<file path="src/rtl/muldiv_pkg.sv">
// Shared op codes, FSM encoding and constants for the iterative
// multiply/divide unit beside the EX-stage ALU.
package muldiv_pkg;

    localparam int OP_W     = 3;
    localparam int MAX_XLEN = 128;

    localparam logic [OP_W-1:0] OP_MULT  = 3'b000;
    localparam logic [OP_W-1:0] OP_MULTU = 3'b001;
    localparam logic [OP_W-1:0] OP_DIV   = 3'b010;
    localparam logic [OP_W-1:0] OP_DIVU  = 3'b011;
    localparam logic [OP_W-1:0] OP_MTHI  = 3'b100;
    localparam logic [OP_W-1:0] OP_MTLO  = 3'b101;

    typedef enum logic [1:0] {
        ST_IDLE = 2'd0,
        ST_RUN  = 2'd1,
        ST_FIX  = 2'd2
    } state_t;

    // LO after a divide by zero: all ones over the low xlen bits
    function automatic logic [MAX_XLEN-1:0] div0_lo(input int xlen);
        logic [MAX_XLEN-1:0] v;
        v = '0;
        for (int i = 0; i < MAX_XLEN; i++) begin
            if (i < xlen) v[i] = 1'b1;
        end
        return v;
    endfunction

endpackage

</file>
<file path="src/rtl/muldiv_if.sv">
// Request/result bundle between the EX stage and the multiply/divide
// unit; HI/LO are read continuously for MFHI/MFLO.
interface muldiv_if #(
    parameter int XLEN = 32
);
    import muldiv_pkg::*;

    logic            start;
    logic [OP_W-1:0] op;
    logic [XLEN-1:0] x;
    logic [XLEN-1:0] y;
    logic            flush;
    logic            busy;
    logic            done;
    logic [XLEN-1:0] hi;
    logic [XLEN-1:0] lo;

    modport master (
        output start, op, x, y, flush,
        input  busy, done, hi, lo
    );

    modport slave (
        input  start, op, x, y, flush,
        output busy, done, hi, lo
    );

endinterface

</file>
<file path="src/rtl/muldiv_step.sv">
// One radix-2 iteration: right-shifting shift-add for multiply,
// left-shifting restoring shift-subtract for divide.
module muldiv_step #(
    parameter int XLEN = 32
) (
    input  logic              i_div,
    input  logic [2*XLEN-1:0] i_acc,
    input  logic [XLEN-1:0]   i_opnd,
    output logic [2*XLEN-1:0] o_acc
);

    logic [XLEN:0] w_sum;
    logic [XLEN:0] w_rsh;
    logic [XLEN:0] w_diff;

    always_comb begin
        w_sum  = {1'b0, i_acc[2*XLEN-1:XLEN]}
               + (i_acc[0] ? {1'b0, i_opnd} : '0);
        w_rsh  = {i_acc[2*XLEN-1:XLEN], i_acc[XLEN-1]};
        w_diff = w_rsh - {1'b0, i_opnd};
        o_acc  = {w_sum, i_acc[XLEN-1:1]};
        if (i_div) begin
            // remainder < divisor, so bit XLEN of the difference is the borrow
            if (!w_diff[XLEN]) begin
                o_acc = {w_diff[XLEN-1:0], i_acc[XLEN-2:0], 1'b1};
            end else begin
                o_acc = {w_rsh[XLEN-1:0], i_acc[XLEN-2:0], 1'b0};
            end
        end
    end

endmodule

</file>
<file path="src/rtl/muldiv_unit.sv">
// Iterative MULT/MULTU/DIV/DIVU unit with HI/LO registers and MTHI/MTLO;
// works on magnitudes and fixes signs in a final cycle.
module muldiv_unit
    import muldiv_pkg::*;
#(
    parameter int XLEN = 32
) (
    input  logic    clk,
    input  logic    rst_n,
    muldiv_if.slave bus
);

    localparam int              CW       = $clog2(XLEN);
    localparam logic [CW-1:0]   CNT_LAST = CW'(XLEN - 1);
    localparam logic [XLEN-1:0] DZ_LO    = XLEN'(div0_lo(XLEN));

    state_t            r_state;
    state_t            w_next;
    logic              r_done;
    logic              w_done;
    logic              w_accept;
    logic              w_mthi;
    logic              w_mtlo;

    logic [CW-1:0]     r_cnt;
    logic [2*XLEN-1:0] r_acc;
    logic [2*XLEN-1:0] w_acc_step;
    logic [XLEN-1:0]   r_opnd;
    logic              r_div;
    logic              r_negq;
    logic              r_negr;
    logic              r_dz;
    logic [XLEN-1:0]   r_hi;
    logic [XLEN-1:0]   r_lo;

    logic              w_is_md;
    logic              w_is_div;
    logic              w_signed;
    logic              w_sx;
    logic              w_sy;
    logic [XLEN-1:0]   w_xabs;
    logic [XLEN-1:0]   w_yabs;
    logic [2*XLEN-1:0] w_prod;
    logic [XLEN-1:0]   w_quot;
    logic [XLEN-1:0]   w_rem;
    logic [XLEN-1:0]   w_res_hi;
    logic [XLEN-1:0]   w_res_lo;

    always_comb begin
        w_is_md  = ~bus.op[2];
        w_is_div = bus.op[1];
        w_signed = ~bus.op[0];
        w_sx     = w_signed & bus.x[XLEN-1];
        w_sy     = w_signed & bus.y[XLEN-1];
        w_xabs   = w_sx ? -bus.x : bus.x;
        w_yabs   = w_sy ? -bus.y : bus.y;
    end

    always_comb begin
        w_next   = r_state;
        w_accept = 1'b0;
        w_mthi   = 1'b0;
        w_mtlo   = 1'b0;
        w_done   = 1'b0;
        unique case (r_state)
            ST_IDLE: begin
                if (bus.start && !bus.flush) begin
                    unique case (1'b1)
                        w_is_md: begin
                            w_accept = 1'b1;
                            w_next   = ST_RUN;
                        end
                        (bus.op == OP_MTHI): w_mthi = 1'b1;
                        (bus.op == OP_MTLO): w_mtlo = 1'b1;
                        default: ;
                    endcase
                end
            end
            ST_RUN: begin
                if (bus.flush) begin
                    w_next = ST_IDLE;
                end else if (r_cnt == CNT_LAST) begin
                    w_next = ST_FIX;
                end
            end
            ST_FIX: begin
                w_next = ST_IDLE;
                w_done = ~bus.flush;
            end
            default: w_next = ST_IDLE;
        endcase
    end

    always_ff @(posedge clk or negedge rst_n) begin
        if (!rst_n) begin
            r_state <= ST_IDLE;
            r_done  <= 1'b0;
        end else begin
            r_state <= w_next;
            r_done  <= w_done;
        end
    end

    muldiv_step #(
        .XLEN (XLEN)
    ) u_step (
        .i_div  (r_div),
        .i_acc  (r_acc),
        .i_opnd (r_opnd),
        .o_acc  (w_acc_step)
    );

    // Multiply keeps the multiplier in the low half; divide the dividend
    always_ff @(posedge clk or negedge rst_n) begin
        if (!rst_n) begin
            r_acc  <= '0;
            r_opnd <= '0;
            r_cnt  <= '0;
            r_div  <= 1'b0;
            r_negq <= 1'b0;
            r_negr <= 1'b0;
            r_dz   <= 1'b0;
        end else if (w_accept) begin
            r_acc  <= {{XLEN{1'b0}}, (w_is_div ? w_xabs : w_yabs)};
            r_opnd <= w_is_div ? w_yabs : w_xabs;
            r_cnt  <= '0;
            r_div  <= w_is_div;
            r_negq <= w_sx ^ w_sy;
            r_negr <= w_sx & w_is_div;
            r_dz   <= w_is_div & (bus.y == '0);
        end else if (r_state == ST_RUN) begin
            r_acc  <= w_acc_step;
            r_cnt  <= r_cnt + 1'b1;
        end
    end

    // A zero divisor leaves |x| as remainder, so only LO needs forcing
    always_comb begin
        w_prod   = r_negq ? -r_acc : r_acc;
        w_quot   = r_acc[XLEN-1:0];
        w_rem    = r_acc[2*XLEN-1:XLEN];
        w_res_hi = w_prod[2*XLEN-1:XLEN];
        w_res_lo = w_prod[XLEN-1:0];
        if (r_div) begin
            w_res_hi = r_negr ? -w_rem : w_rem;
            w_res_lo = r_dz ? DZ_LO : (r_negq ? -w_quot : w_quot);
        end
    end

    always_ff @(posedge clk or negedge rst_n) begin
        if (!rst_n) begin
            r_hi <= '0;
            r_lo <= '0;
        end else begin
            if (w_mthi) r_hi <= bus.x;
            if (w_mtlo) r_lo <= bus.x;
            if (w_done) begin
                r_hi <= w_res_hi;
                r_lo <= w_res_lo;
            end
        end
    end

    assign bus.busy = (r_state != ST_IDLE);
    assign bus.done = r_done;
    assign bus.hi   = r_hi;
    assign bus.lo   = r_lo;

endmodule

</file>
<file path="src/flat_wrapper.sv">
// flat-port wrapper written by rule: the top's interface ports become plain ports
module muldiv_unit_flat import muldiv_pkg::*;
#(
    parameter int XLEN = 32
)
  (clk, rst_n, bus_start, bus_op, bus_x, bus_y, bus_flush, bus_busy, bus_done, bus_hi, bus_lo);
  muldiv_if #(.XLEN(XLEN)) bus_i ();
  input  logic clk;
  input  logic rst_n;
  input wire logic [$bits(bus_i.start)-1:0] bus_start;
  input wire logic [$bits(bus_i.op)-1:0] bus_op;
  input wire logic [$bits(bus_i.x)-1:0] bus_x;
  input wire logic [$bits(bus_i.y)-1:0] bus_y;
  input wire logic [$bits(bus_i.flush)-1:0] bus_flush;
  output wire logic [$bits(bus_i.busy)-1:0] bus_busy;
  output wire logic [$bits(bus_i.done)-1:0] bus_done;
  output wire logic [$bits(bus_i.hi)-1:0] bus_hi;
  output wire logic [$bits(bus_i.lo)-1:0] bus_lo;
  assign bus_i.start = bus_start;
  assign bus_i.op = bus_op;
  assign bus_i.x = bus_x;
  assign bus_i.y = bus_y;
  assign bus_i.flush = bus_flush;
  assign bus_busy = bus_i.busy;
  assign bus_done = bus_i.done;
  assign bus_hi = bus_i.hi;
  assign bus_lo = bus_i.lo;
  muldiv_unit #(.XLEN(XLEN)) u_core (.clk(clk), .rst_n(rst_n), .bus(bus_i));
endmodule
</file>
<file path="config.mk">
export PLATFORM = sky130hd
export DESIGN_NAME = muldiv_unit_flat
export DESIGN_NICKNAME = d
export VERILOG_FILES = /design/src/rtl/muldiv_pkg.sv /design/src/rtl/muldiv_if.sv /design/src/rtl/muldiv_step.sv /design/src/rtl/muldiv_unit.sv /design/src/flat_wrapper.sv
export SDC_FILE = /design/constraint.sdc
export NUM_CORES = 1
export LEC_CHECK = 0
export ABC_CLOCK_PERIOD_IN_PS = 3450
export CAP_MARGIN = 20
export CORE_MARGIN = 5
export CORE_UTILIZATION = 55
export CTS_BUF_LIST = sky130_fd_sc_hd__clkbuf_8
export CTS_CLUSTER_SIZE = 20
export DETAILED_ROUTE_END_ITERATION = 16
export PLACE_DENSITY = 0.79
export SLEW_MARGIN = 10
export SYNTH_ARGS = -nofsm -noshare
export SYNTH_HDL_FRONTEND = slang
export SYNTH_SLANG_ARGS = --single-unit
</file>
<file path="constraint.sdc">
create_clock -name clk -period 3.45 [get_ports clk]
set_input_delay 1.035 -clock clk [delete_from_list [all_inputs] [get_ports clk]]
set_output_delay 1.035 -clock clk [all_outputs]
set_load 0.02 [all_outputs]
</file>
Figure 1. Clock routing.
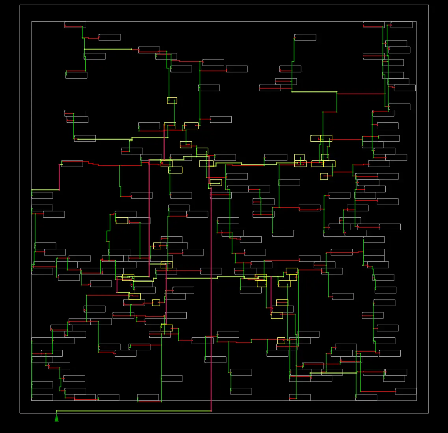
# clock sinks: 172
Power Clock: 1570 uW
num sequential: 172
Late-Pin Clk Latency: 0.49 ns

==> metrics.csv <==
metric;value;unit
Crit. Startpoint;u_core.r_acc[52];
largest register by flop count;u_core.r_acc;
Unique cell types;73;
number of flip-flops under the largest register name;64;
aoi share;25.8;%
Crit path largest cell delay;0.57;ns
Net Switching;6960;uW
die width;176;um
via/cell ratio;6.46;
Pwr Density;750;mW/mm2
Tmin final;3.38;ns
Syn. warnings;0;
CP Capture Type;flip-flop;
sequential power share;23.3;%
P&R area growth vs syn;24.4;%
CTS tree;yes;
Largest delay share family, worst path;AND-OR/OR-AND gates;
initial antenna violation count;0;
Fin Setup TNS;0;ns
top area contributor share;28.5;%
largest net degree at the start of global routing;125;
Longest Clk Path Bufs;2;
die area;0.0309;mm2
Post-synth EDFFs;0;
H-tree depth;4;
clock root buffer;clkbuf_8;
Worst EP required;3.81;ns
Max Cap Viol;0;
Worst Hold Margin;0.477;ns
die height;176;um
Critical Path AT;3.75;ns
largest power group;combinational cells;
dpl cell area;0.0183;mm2
status;complete, no violations;
Fillers;2285;
FP Rows;60;
Floorplan Nets;2077;
worst-margin pin slew;0.830;ns
crit path kind;flip-flop to flip-flop;
CORE AREA;0.0270;mm2
mux share;5.58;%
worst r2r path cells;11;
# IOs;137;
antenna viol nets, final;0;
Peak VDD IR;0.492;mV
max-slew violations;0;
HP Class;input pin to async pin;
RR Endpoint;u_core.r_acc[33];
Power, Total;14100;uW
TritonCTS buffer count;17;
cell type with the largest total area;dfrtp_1;
most frequent logic cell in the layout;nand2_1;
iteration tally of the first detailed-router pass;6;
maximum clock frequency;0.296;GHz
Clk pwr share;11.1;%
buffers added on ports;136;
cycle use final;98.1;%
Core Util, Final;69.6;%
final worst setup slack;0.0661;ns
most frequent logic cells in the routed design;243 x nand2_1, 219 x buf_4, 185 x o21ai_0, 169 x dfrtp_1, 157 x nor2_1;
ys async rst share;100;%
internal power;7150;uW
xor/xnor share;9.61;%
Final Skew;0.0280;ns
Syn Inst Count;1934;
yosys cell count;1934;
RSZ-0062 raised after global routing;true;
postcts setup bufs;0;
Comb. pwr;9250;uW
yosys simple share;19.9;%
worst r2r src;u_core.r_acc[52];
share of cells above drive strength 1;14.1;%
buffers and inverters on the worst path;1;
gpl congestion;1.05;
Final HPWL DP;45700;um
fin cells;2553;
Figure 2. Routed metal per tile.
Bar = 50 um. The die is cut into 35 by 35 equal tiles; dark blue is low, red is high, scaled to the fullest tile. Values are wire area over tile area, all layers added.
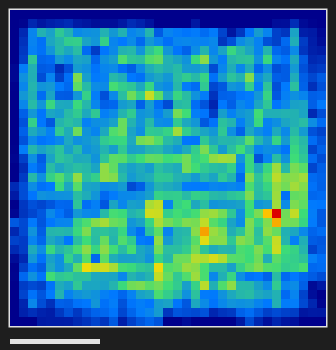
nearly empty tiles = 7.5%
mean over tiles = 0.33
tiles over half the peak = 14%
fullest tile = 1.0
WL final: 59100 um
Vias: 16500
GRT Resource Usage Total: 37.0%

cell type report:
cell class	instances	share of cell area (%)
clock buffer	19	1.39
multi-input combinational	1581	54.5
clock inverter	13	0.778
antenna	1	0.0133
timing repair buffer	364	16.9
inverter	62	1.24
tap	341	2.27
sequential	172	22.9
synth_stat cells, types with 28 or more instances:
library cell  instances
clkbuf_1             92
nor3_1               42
dfrtp_1             172
a21oi_1             145
inv_1                60
nand2b_1             28
a21o_1               30
ha_1                 70
o211ai_1             44
nand2_1             244
xnor2_1              73
mux2i_1              81
a32oi_1              31
o21ai_0             188
nor2_1              158
xor2_1               93
layer usage:
metal  wire length [um]  track usage, %
met1              24600            52.7
met2              25100            55.4
met3               6680            7.38
met4               2740            14.6
met5                  0               0
No activity file was given, so power comes from the tool's default toggle rates.
